$ cat src/rtl/lane_serializer.sv
// Width gearbox: one RATIO-lane word in, lanes out lane 0 first; LANE_SERIALIZER_LAST_EN adds input_last/output_last.
// Latency: first lane on output the cycle after in_fire; c cycles per word, next word loads on the last-lane cycle.
// Backpressure: output holds stable while output_ready=0; input_ready only when empty or the last lane leaves.
module lane_serializer #(
    parameter  int W_OUT = 8,
    parameter  int RATIO = 4,
    localparam int CNT_W = $clog2(RATIO + 1)
) (
    input  logic                   clk,
    input  logic                   rst_n,
    input  logic                   input_valid,
    output logic                   input_ready,
    input  logic [RATIO*W_OUT-1:0] input_payload,
    input  logic [CNT_W-1:0]       input_lane_count,
    output logic                   output_valid,
    input  logic                   output_ready,
    output logic [W_OUT-1:0]       output_payload
`ifdef LANE_SERIALIZER_LAST_EN
    ,
    input  logic                   input_last,
    output logic                   output_last
`endif
);

    localparam int IDX_W = $clog2(RATIO);

    typedef enum logic {
        EMPTY = 1'b0,
        EMIT  = 1'b1
    } state_t;

    state_t                   state_q, state_d;
    logic [RATIO*W_OUT-1:0]   buf_word_q, buf_word_d;
    logic [CNT_W-1:0]         buf_cnt_q, buf_cnt_d;
    logic [IDX_W-1:0]         lane_idx_q, lane_idx_d;
    logic                     buf_valid;
    logic                     last_lane;
    logic                     in_fire;
    logic                     out_fire;
    logic [RATIO-1:0][W_OUT-1:0] lanes;

    assign buf_valid = (state_q == EMIT);
    assign lanes     = buf_word_q;
    // Compare as idx+1 == cnt so an empty buffer (cnt=0) never underflows.
    assign last_lane = ((CNT_W'(lane_idx_q) + CNT_W'(1)) == buf_cnt_q);
    assign in_fire   = input_valid && input_ready;
    assign out_fire  = output_valid && output_ready;

    // State register
    always_ff @(posedge clk or negedge rst_n) begin
        if (!rst_n) begin
            state_q <= EMPTY;
        end else begin
            state_q <= state_d;
        end
    end

    always_ff @(posedge clk or negedge rst_n) begin
        if (!rst_n) begin
            buf_word_q <= '0;
            buf_cnt_q  <= '0;
            lane_idx_q <= '0;
        end else begin
            buf_word_q <= buf_word_d;
            buf_cnt_q  <= buf_cnt_d;
            lane_idx_q <= lane_idx_d;
        end
    end

    // Next state: a new word wins over retiring the last lane, which is what removes the bubble.
    always_comb begin
        state_d    = state_q;
        buf_word_d = buf_word_q;
        buf_cnt_d  = buf_cnt_q;
        lane_idx_d = lane_idx_q;
        if (in_fire) begin
            lane_idx_d = '0;
            if (input_lane_count == '0) begin
                state_d = EMPTY;
            end else begin
                state_d    = EMIT;
                buf_word_d = input_payload;
                buf_cnt_d  = (input_lane_count > CNT_W'(RATIO)) ? CNT_W'(RATIO) : input_lane_count;
            end
        end else if (out_fire) begin
            if (last_lane) begin
                state_d    = EMPTY;
                lane_idx_d = '0;
            end else begin
                lane_idx_d = lane_idx_q + IDX_W'(1);
            end
        end
    end

    // Outputs
    always_comb begin
        output_valid   = buf_valid;
        output_payload = lanes[lane_idx_q];
        input_ready    = !buf_valid || (output_ready && last_lane);
    end

`ifdef LANE_SERIALIZER_LAST_EN
    logic last_q, last_d;

    always_comb begin
        last_d = last_q;
        if (in_fire) begin
            last_d = input_last;
        end
    end

    always_ff @(posedge clk or negedge rst_n) begin
        if (!rst_n) begin
            last_q <= 1'b0;
        end else begin
            last_q <= last_d;
        end
    end

    assign output_last = buf_valid && last_q && last_lane;
`endif

endmodule

$ cat config.mk
export PLATFORM = sky130hd
export DESIGN_NAME = lane_serializer
export DESIGN_NICKNAME = d
export VERILOG_FILES = /design/src/rtl/lane_serializer.sv
export SDC_FILE = /design/constraint.sdc
export NUM_CORES = 1
export LEC_CHECK = 0
export ABC_CLOCK_PERIOD_IN_PS = 1820
export CORE_ASPECT_RATIO = 2
export CORE_MARGIN = 4
export CORE_UTILIZATION = 44
export CTS_CLUSTER_DIAMETER = 60
export CTS_CLUSTER_SIZE = 10
export DETAILED_ROUTE_END_ITERATION = 10
export PLACE_DENSITY = 0.75
export RECOVER_POWER = 50
export SYNTH_ARGS = -nofsm -noshare
export SYNTH_HDL_FRONTEND = slang
export SYNTH_SLANG_ARGS = --single-unit
export TNS_END_PERCENT = 50
$ cat constraint.sdc
create_clock -name clk -period 1.82 [get_ports clk]
set_input_delay 0.364 -clock clk [delete_from_list [all_inputs] [get_ports clk]]
set_output_delay 0.364 -clock clk [all_outputs]
set_load 0.02 [all_outputs]
**Run 1: met1 routing**

Drawn at 4 px/um.
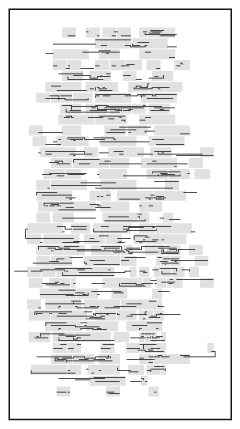
longest straight run = 19.3 um
main direction = horizontal
share of all routed wire = 35%

**Run 1: signal wires on met2**

Drawn at 6 px/um.
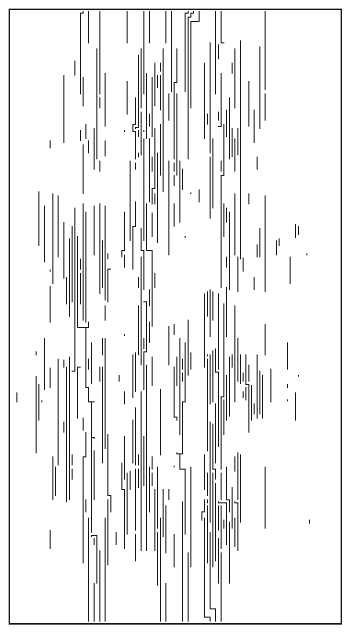
main direction = vertical
share of all routed wire = 58%
longest straight run = 36.4 um
nets with wire on the layer = 206
wire length on this layer = 2360 um
routed wire length: 4.088 mm
via count: 1187
met2 GRT Util: 0.2947

==> results.toml, run 1 <==
# physical design summary
[logic_synthesis]
ff_type = "dfrtp_1"
synth-compound-area-share = 0.03846
synth-edff-count = 0
synth_cell_type_count = 26
ys_cells = 111
avgSynthCellArea_um2 = 17.58
netlist_instances = 111
synth-async-reset-ratio = 1.000
adder_share = 0.006410
synth_nets = 151
synth_area_um2 = 1952
top_area_cell = "dfrtp_1"
ys_sh_mux = 0.3558
topCellsByArea = "dfrtp_1, mux2_4, mux4_1, buf_12, mux2_2"
logic_family = "multiplexers"
top_cell_area_share = 0.4872
yosys_area_um2 = 1952
yosysSeqAreaShare = 0.4872
ys.flops = 38
simple_gate_share = 0.04295
synth-xor-area-share = 0.02692
yosysWarnings = 0

[critical_path]
cp_top_family = "flip-flops"
path_buffers = 2
max_stage_delay_ps = 460
crit_slowest_cell = "dfrtp_2"
crit_path_cell_trace = "ha_4 -> xnor2_2 -> buf_4 -> a41oi_4 -> nor2_8 -> buf_12 -> mux2_4"
crit_type = "reg -> reg"
required_ps = 2000
crit_fanout = 17
crit_arrival_ps = 2140
critPathLaunchType = "register"
endpoint_kind = "register"

[pwr]
power_density_nw_per_um2 = 1881
comb_cell_power_mw = 2.83
seq_power_share = 0.317
clkPwrFrac = 0.118
comb_power_share = 0.565
internal_power_mw = 3.369
power-top-group = "combinational cells"
p_sw_mw = 1.639
seq-power_mw = 1.59
p_leak_nw = 1.159
ir_worst_vdd_v = 0.001106
swShare = 0.3273
clock_power_mw = 0.590

[finish]
drive_above_1_share = 0.4746
syn_to_final_growth_pct = 36.41
layout_top_cell = "clkdlybuf4s50_1"
antenna_cells = 0
fin_nets = 216
fin_area_um2 = 2663
fin_util = 0.6136
final_cell_mix = "clkdlybuf4s50_1, dfrtp_1, mux2_4"

[place]
numPortBuffers = 48
gp_congestion = 0.7171
placed_area_um2 = 2570
dpl.hpwl_mm = 3.133
preCtsSetupSlack_ps = -288.5

[sta]
tightest_slew_ps = 938.9
setup_tns_ps = -5265
fmax_mhz = 507.7
fin_ws_ps = -149.5
rsz0062_at_grt = "true"
setup_viol = 42
relSlewSlack = 0.3741
whs_ps = 210.3
fin_worst_skew_ps = 5.691
final_max_slew_viol_count = 0
fin_crit_sh = 1.082
hold_viol = 0
post-route-min-period_ps = 1970

[die]
num_rows = 34
die_w_um = 55.10
die-area_um2 = 5630
ioPinCount = 49
die_h_um = 102.2
initial_core_util = 0.4498
core_um2 = 4339

[drt]
routed_via_density = 5.139
ant_nets = 0
drt-initial-drc-count = 10
drt_first_pass_iters = 4
wl_per_cell_um = 17.70
drc = 0

[clock_network]
clock-root-buffer = "clkbuf_8"
numCtsBuffers = 5
cts_hold_buf = 0
htree_num_levels = 2
cts_max_path_buffers = 2
cts-resized-gates = 55
clk_pin_slew_ps = 70
clock_latency_ps = 290
numClockSinks = 38
postCtsSetupRepairBufs = 0
cts_tree = "built"

[status]
outcome = "finished, violations left"
failed_checks = "setup timing"

[run]
max_cap_violations = 0
tool_warnings = 28

[global_routing]
grt_pass1_vias = 1402
grt_pass1_wl_mm = 6.713
globalRouteOverflowTotal = 0
grt_antenna_before_repair = 0
grt_max_degree = 39
track_usage = 0.1690

[min_path]
hold_path_class = "in -> async"
**Run 1: the metal 3 layer**

Drawn at 4 px/um.
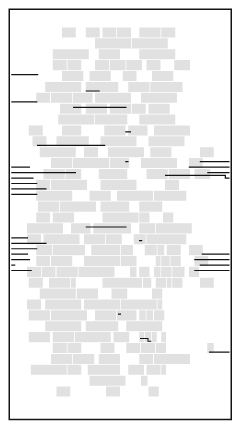
main direction = horizontal
nets with wire on the layer = 27
wire length on this layer = 214 um
longest straight run = 16.8 um

-- run 1: area by class of cell --
type	count	area [um^2]
Inverter	2	7.507
Sequential cell	38	952.2
Multi-Input combinational cell	66	912.1
Tap cell	54	67.56
Timing Repair Buffer	63	631.9
Fill cell	365	1677
Clock inverter	1	5.005
Clock buffer	7	86.33
-- run 1: stage by stage --
step	instances	total power, mW
after floorplan	111	3.357
after global placement	223	4.157
after detailed placement	223	4.277
after CTS	231	4.911
after global routing	231	5.310
final	231	5.007
-- run 1: flip-flops by register name (all words and copies together) (netlist names) --
| name | count |
|---|---|
| buf_word_q | 32 |
| buf_cnt_q | 3 |
| lane_idx_q | 2 |
| output_valid | 1 |
-- run 1: cells in the mapped netlist, types with 2 or more instances --
| library cell | n |
|---|---|
| dfrtp_1 | 38 |
| nor2_1 | 2 |
| mux2_4 | 30 |
| mux2_2 | 3 |
| o21ai_0 | 5 |
| nand2_1 | 3 |
| buf_12 | 3 |
| mux4_1 | 8 |
| inv_1 | 2 |
-- run 1: final timing paths --
path | from | endpoint | slack, ps | depth (start not counted)
worst max-delay path | lane_idx_q[0] | buf_word_q[26] | -150 | 7
worst min-delay path | rst_n | buf_cnt_q[1] | 210 | 1
worst max register to register | lane_idx_q[0] | buf_word_q[26] | -150 | 7
worst min register to register | buf_word_q[31] | buf_word_q[31] | 520 | 1
max in group asynchronous | rst_n | lane_idx_q[0] | 970 | 1
min in group clk | buf_word_q[31] | buf_word_q[31] | 520 | 1
-- run 1: layer usage --
layer	track usage	wire length, um
met1	0.1851	1425
met2	0.2947	2355
met3	0.03942	214
met4	0.07678	93
met5	0	0
==> run 2: changes to the inputs <==
MAX_ROUTING_LAYER = met4   (was not set)
**Run 2: signal wires on met2**

Drawn at 6 px/um.
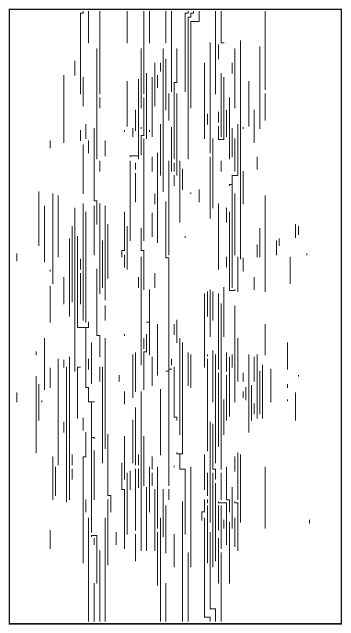
longest straight run = 37.9 um
main direction = vertical
share of all routed wire = 57%
met2 GRT Util: 0.2938
routed wire length: 4.110 mm
via count: 1178

==> run 2 against run 1 <==
The run still ends with setup timing left. Wire length increased by 0.54%. Setup slack better by 3.6 ps. Sequential cell count unchanged. Final cell count unchanged. Synthesized area did not move. Core utilization unchanged. Critical endpoint unchanged. Highest routed layer unchanged.
==> results.toml, run 2 <==
# physical design summary
[finish]
fin_nets = 216
antenna_cells = 0
clk_share = 0.03430
nonClockInverterCount = 2
fin_cells = 231
sh_comb_area = 0.3426
syn_to_final_growth_pct = 36.41
fin_util = 0.6136
seq_area_um2 = 952.2
buf_share = 0.2373
sh_seq_area = 0.3576
nFillCells = 365
layout_top_cell = "clkdlybuf4s50_1"
largest_reg_flops = 32
logic_gates = 66
top_regs = "buf_word_q (32), buf_cnt_q (3), lane_idx_q (2)"
seq_cells = 38
fin_area_um2 = 2663
final_cell_mix = "clkdlybuf4s50_1, dfrtp_1, mux2_4"
nClkBuffers = 7
n_all_buffers = 63
mi_logic_area_um2 = 912.1
drive_above_1_share = 0.4746

[drt]
drt_first_pass_iters = 4
drt-initial-drc-count = 10
routed_via_density = 5.100
drc = 0
ant_nets = 0
wl_per_cell_um = 17.79

[clock_network]
cts_tree = "built"
numCtsBuffers = 5
numClockSinks = 38
htree_num_levels = 2
clock-root-buffer = "clkbuf_8"
clk_pin_slew_ps = 70
cts_max_path_buffers = 2
clock_latency_ps = 290

[place]
gp_congestion = 0.7256
placed_cells = 223
numPortBuffers = 48
preCtsSetupSlack_ps = -288.5
placed_area_um2 = 2570

[critical_path]
critPathLaunchType = "register"
endpoint_kind = "register"
crit_arrival_ps = 2140
crit_fanout = 17
required_ps = 2000
crit_type = "reg -> reg"
startpoint = "lane_idx_q[0]"
r2r-start = "lane_idx_q[0]"
r2r_setup_slack_ps = -150

[logic_synthesis]
synth-xor-area-share = 0.02692
adder_share = 0.006410
ys_cells = 111
synth_cell_type_count = 26
yosysSeqAreaShare = 0.4872
top_area_cell = "dfrtp_1"
synth-edff-count = 0
ff_type = "dfrtp_1"
common_cells = "dfrtp_1, mux2_4, mux4_1, o21ai_0"
yosys_area_um2 = 1952
synth-compound-area-share = 0.03846
synth_nets = 151
topCellsByArea = "dfrtp_1, mux2_4, mux4_1, buf_12, mux2_2"
ys_sh_mux = 0.3558
synth-async-reset-ratio = 1.000
synth_area_um2 = 1952
yosysWarnings = 0
netlist_instances = 111
logic_family = "multiplexers"
simple_gate_share = 0.04295
top_cell_area_share = 0.4872

[sta]
post-route-min-period_ps = 1966
relSlewSlack = 0.3759
whs_ps = 207.5
fin_crit_sh = 1.080
fin_worst_skew_ps = 5.075
setup_viol = 42
hold_viol = 0
fin_ws_ps = -145.9
fmax_mhz = 508.7
setup_tns_ps = -5197
rsz0062_at_grt = "true"
tightest_slew_ps = 936.2
final_max_slew_viol_count = 0

[run]
tool_warnings = 28
max_cap_violations = 0

[die]
ioPinCount = 49
core_um2 = 4339
die-area_um2 = 5630
die_h_um = 102.2
tapCellCount = 54

[pwr]
finalPower_mw = 5.011
ir_worst_vdd_v = 0.001113
power_density_nw_per_um2 = 1882

[global_routing]
grt_pass1_wl_mm = 6.706
globalRouteOverflowTotal = 0
track_usage = 0.1736
grt_antenna_before_repair = 0
grt_max_degree = 39
grt_pass1_vias = 1403

[status]
failed_checks = "setup timing"
outcome = "finished, violations left"

[min_path]
hold_path_class = "in -> async"
==> run 2: cell counts after synthesis <==
Identical to the previous run, type by type.
==> run 2: kinds of logic (layout without fill, tap and decap cells) <==
logic type / count (synthesis) / count (layout)
AOI/OAI and AO/OA: 9 / 9
muxes: 41 / 41
xor gates and xnor gates: 3 / 3
adders and majority gates: 1 / 1
buffers and inverters: 7 / 73
DFF: 38 / 38
and+or+nand+nor: 12 / 12
==> run 2: routing by layer <==
| metal | routed length [um] | vias to the layer above | track usage | share of wire |
|---|---|---|---|---|
| li1 | - | 535 | - | - |
| met1 | 1437 | 596 | 0.1860 | 0.35 |
| met2 | 2355 | 37 | 0.2938 | 0.57 |
| met3 | 224 | 10 | 0.03796 | 0.055 |
| met4 | 93 | 0 | 0.07678 | 0.023 |
| met5 | 0 | - | - | 0 |
==> run 2: final timing paths <==
path                            depth (start not counted)        endpoint
worst max-delay path                                    7  buf_word_q[26]
worst min register to register                          1  buf_word_q[31]
worst min-delay path                                    1    buf_cnt_q[1]
max in group asynchronous                               1   lane_idx_q[0]
min in group clk                                        1  buf_word_q[31]
worst max register to register                          7  buf_word_q[26]
==> run 2: critical path: stages (launching register included) <==
cell and delay (ps):
dfrtp_2 460, ha_4 270, xnor2_2 130, buf_4 140
a41oi_4 290, nor2_8 60, buf_12 180, mux2_4 310
==> run 2: timing repair <==
action,4_1_cts,5_1_grt
hold buffers,0,0
endpoints found under the setup margin,43,44
setup buffers,0,0
gates resized,55,15
==> run 2: power breakdown <==
part,leakage [nW],internal (mW),switching (mW)
clock network,0.0482,0.306,0.286
logic,0.661,1.78,1.05
registers,0.450,1.28,0.306
Power figures rest on the tool's default switching activity, not on a simulated workload.
